==> run_1/util_map.png <==
The die is cut into 12 by 12 equal tiles; white is low, dark blue is high, 0 to 100% covered.
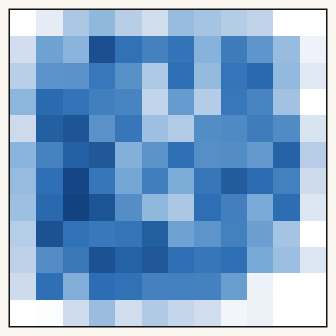
==> run_1/placed.png <==
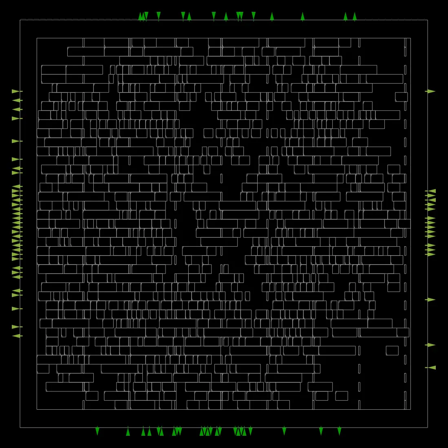
==> run_1/clock_wires.png <==
Scale bar: 20 µm.
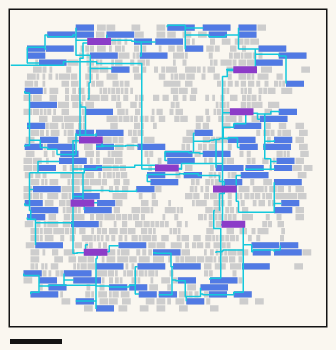
==> config.mk <==
export PLATFORM = sky130hd
export DESIGN_NAME = mvu_pe_acc
export DESIGN_NICKNAME = d
export VERILOG_FILES = /design/src/rtl/mvu_pe_acc.sv
export SDC_FILE = /design/constraint.sdc
export NUM_CORES = 1
export LEC_CHECK = 0
export ABC_CLOCK_PERIOD_IN_PS = 4900
export CORE_MARGIN = 5
export CORE_UTILIZATION = 51
export CTS_CLUSTER_SIZE = 10
export DETAILED_ROUTE_END_ITERATION = 8
export PLACE_DENSITY = 0.79
export REMOVE_ABC_BUFFERS = 1
export SETUP_SLACK_MARGIN = 0.3
export SLEW_MARGIN = 20
export SYNTH_ARGS = -nofsm -noshare
export SYNTH_HDL_FRONTEND = slang
export SYNTH_SLANG_ARGS = --single-unit
==> constraint.sdc <==
create_clock -name clk -period 4.9 [get_ports clk]
set_clock_uncertainty 0.1 [all_clocks]
set_input_delay 0.98 -clock clk [delete_from_list [all_inputs] [get_ports clk]]
set_output_delay 0.98 -clock clk [all_outputs]
set_load 0.05 [all_outputs]
==> reports/results.tsv, run 1 <==
stage	metric	value	unit
outcome	status	complete, no violations	
finish	top cell category	combinational gates	
placed_design	placed cell areas	7448	µm²
setup_path	critical path class	in -> reg	
final_timing	final-report setup violation count	0	
yosys	synthesized area	6444	µm²
job	max-cap check violation count	0	
global_route	Total GRT Usage	24.11	%
finish	Non-clk invs	9	
setup_path	Arr. time, crit path	3.75	ns
clocking	# resized after CTS	0	
finish	Nets	889	
yosys	Complex Gates by Area	21.30	%
final_timing	max_slew headroom	25.93	%
route	drt via density	6.055	
route	final WL	17670	µm
yosys	Cell Type Count	58	
clocking	Clock Sink Count	99	
finish	Top cell excl fill/tap	clkdlybuf4s50_1	
final_timing	TNS Setup	0	ns
final_timing	post-route clock period utilization	76.93	%
route	vias post-DR	5934	
placed_design	GPL Wtd Cong	0.9463	
floorplanning	I/O pin total	88	
yosys	yosys stat cell total	740	
yosys	post-synthesis xor/xnor area fraction	5.670	%
finish	ANT cells	0	
final_timing	Fin Hold WS	0.3571	ns
placed_design	HPWL Detailed	12540	µm
yosys	mux share	2.641	%
yosys	Synth Seq Share	38.21	%
clocking	CTS root buf	clkbuf_16	
finish	Logic area	3791	µm²
yosys	Top area cell types	edfxtp_1, dfxtp_1, ha_1	
global_route	total gr overflow	0	
power	Max rail drop VDD	235.0	µV
clocking	H-tree depth	3	
final_timing	RSZ-0062 raised after global routing	false	
finish	post-route cell area	7730	µm²
finish	Clock-cell share	3.642	%
yosys	syn_area_per_cell	8.708	µm²
yosys	fa+ha+maj area frac	9.942	%
-- util_map.png (at the start) --
nearly empty tiles = 7.6%
mean over tiles = 50%
tiles over 75% full = 16%
fullest tile = 93%
core area: 12520 µm²
final core utilization: 61.76%
Core Density at Floorplan: 51.48%

-- placed.png (at the start) --
Fill cells: 1161
flop share of the area: 31.85%
FP Rows: 41
Layout Cells excl Fill: 980
FFs & Latches: 99

-- clock_wires.png (at the start) --
flip-flops -> blue  # count 99
clock-net drivers -> purple  # count 9
clock wires -> cyan  # length 1310 µm
flops lie = spread over the die
Clock power frac: 29.8%
Clock group: 0.687 mW
Insertion Delay late pin: 0.35 ns

[run 1: power by group]
group          leakage (nW)  switching (mW)  internal, mW
Combinational          1.97           0.417         0.268
Clock                 0.136           0.316         0.371
Sequential            0.939          0.0192         0.920
[run 1: critical path, delay by kind of cell]
family	cells	cell delay, ns
buffers and inverters	1	0.43
adder cells (fa/ha/maj)	2	0.67
AND-OR/OR-AND	4	0.81
AND/OR/NAND/NOR	3	0.85
[run 1: layer usage]
layer  part of all wire (%)  up-vias  GRT usage [%]
met5                      0        -              0
met4                    1.9        0          8.397
met3                    5.5       27          4.194
met2                     47      187          40.09
met1                     45     2867          31.75
li1                       -     2853              -
==> run_1/m3.png <==
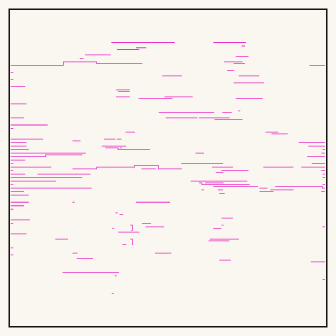

==> run 2, diff against run 1 <==
Settings changed: ABC_CLOCK_PERIOD_IN_PS 4900 to 3060.
Clock period 4.9 ns to 3.06 ns, I/O delays scaled along.
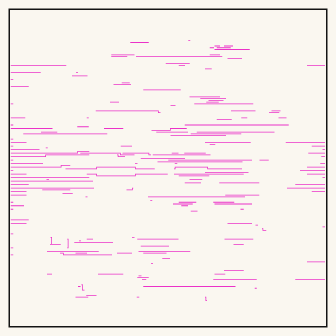
(run_2/m3.png)
nets with wire on the layer = 124
share of all routed wire = 7.6%
vias post-DR: 6598
final WL: 20820 µm

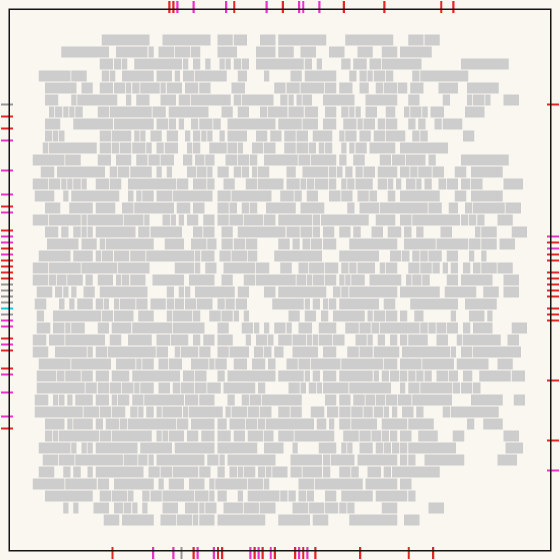
(run_2/pinout.png)
Pins as bars across the die edge, other pins in grey.
out_data -> red  # pins 48, direction output, edge 14 right, 13 left, 13 bottom, 8 top
in_rdy -> cyan  # pins 1, direction output, edge left
in_data -> magenta  # pins 32, direction input, edge 13 left, 9 bottom, 7 top, 3 right
all pins by edge = 33 left, 23 bottom, 17 right, 15 top
Die W: 122.4 µm
Chip Height: 122.4 µm
# port buffers: 87

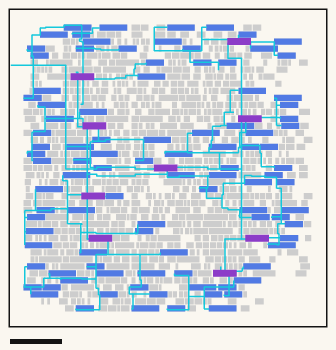
(run_2/clock_wires.png)
Scale bar: 20 µm.
flip-flops -> blue  # count 99
clock-net drivers -> purple  # count 9
clock wires -> cyan  # length 1360 µm
flops lie = spread over the die
routed clock nets = 10
Clock power frac: 27.4%
Insertion Delay late pin: 0.36 ns
Clock group: 1.20 mW

==> reports/results.tsv, run 2 <==
stage	metric	value	unit
outcome	status	complete, no violations	
final_timing	Fin Hold WS	0.3665	ns
route	WL met3	1575	µm
floorplanning	FP Rows	41	
final_timing	RSZ-0062 raised after global routing	true	
placed_design	HPWL Detailed	14050	µm
global_route	Total GRT Usage	27.26	%
global_route	Most Crowded Layer GR	met2	
clocking	Clock Sink Count	99	
setup_path	WP depth	9	
finish	Non-clk invs	9	
power	Int Power	2.966	mW
yosys	syn_area_per_cell	8.708	µm²
floorplanning	core area	12520	µm²
yosys	Synth Seq Share	38.21	%
final_timing	post-route clock period utilization	94.02	%
yosys	Cell Type Count	58	
power	Switching Share	32.53	%
setup_path	CP bufs+invs	1	
finish	post-route cell area	9517	µm²
finish	Clock-cell share	3.221	%
setup_path	critical path class	in -> reg	
route	metal2 WL	10200	µm
setup_path	delay-heaviest family, CP	AND-OR/OR-AND gates	
final_timing	final-report setup violation count	0	
clocking	H-tree depth	3	
global_route	GRT met2 Usage	45.96	%
floorplanning	I/O pin total	88	
final_timing	max_slew headroom	63.84	%
power	Flop pwr share	34.5	%
yosys	synthesized area	6444	µm²
job	max-cap check violation count	0	
power	Comb group	1.67	mW
placed_design	placed cell areas	8367	µm²
finish	Logic area	4479	µm²
setup_path	Arr. time, crit path	2.89	ns
finish	Layout Cells excl Fill	1116	
global_route	Global Route met1 Usage	34.85	%
route	highest metal used	met4	
floorplanning	Core Density at Floorplan	51.48	%
finish	final core utilization	76.03	%
placed_design	GPL Wtd Cong	0.9309	
power	P_seq	1.52	mW
route	drt via density	5.912	
finish	ANT cells	1	
yosys	yosys stat cell total	740	
finish	Nets	1024	
clocking	CTS root buf	clkbuf_16	
finish	top cell category	combinational gates	
[run 2: cell counts after synthesis]
Identical to the previous run, type by type.
[run 2: logic make-up (layout without fill, tap and decap cells)]
family | count (synthesis) | count (layout) | share of synthesized area, %
simple gates | 259 | 259 | 19.03
compound gates | 221 | 221 | 21.30
flops | 99 | 99 | 38.21
buf+inv | 54 | 257 | 3.204
fa+ha+maj | 50 | 50 | 9.942
xor+xnor | 40 | 40 | 5.670
mux | 17 | 17 | 2.641
other cells | 0 | 1 | 0
[run 2: timing repair]
action	CTS	global route
resized	61	83
endpoints found under the hold margin	0	0
endpoints found under the setup margin	57	51
pin swaps	42	38
setup buffers	7	7
[run 2: tightest hold or removal path, delay by kind of cell (launching register included)]
family	cells	cell delay (ns)
DFF	1	0.32
and+or+nand+nor	1	0.05
AOI/OAI and AO/OA	1	0.05
No activity file was given, so power comes from the tool's default toggle rates.
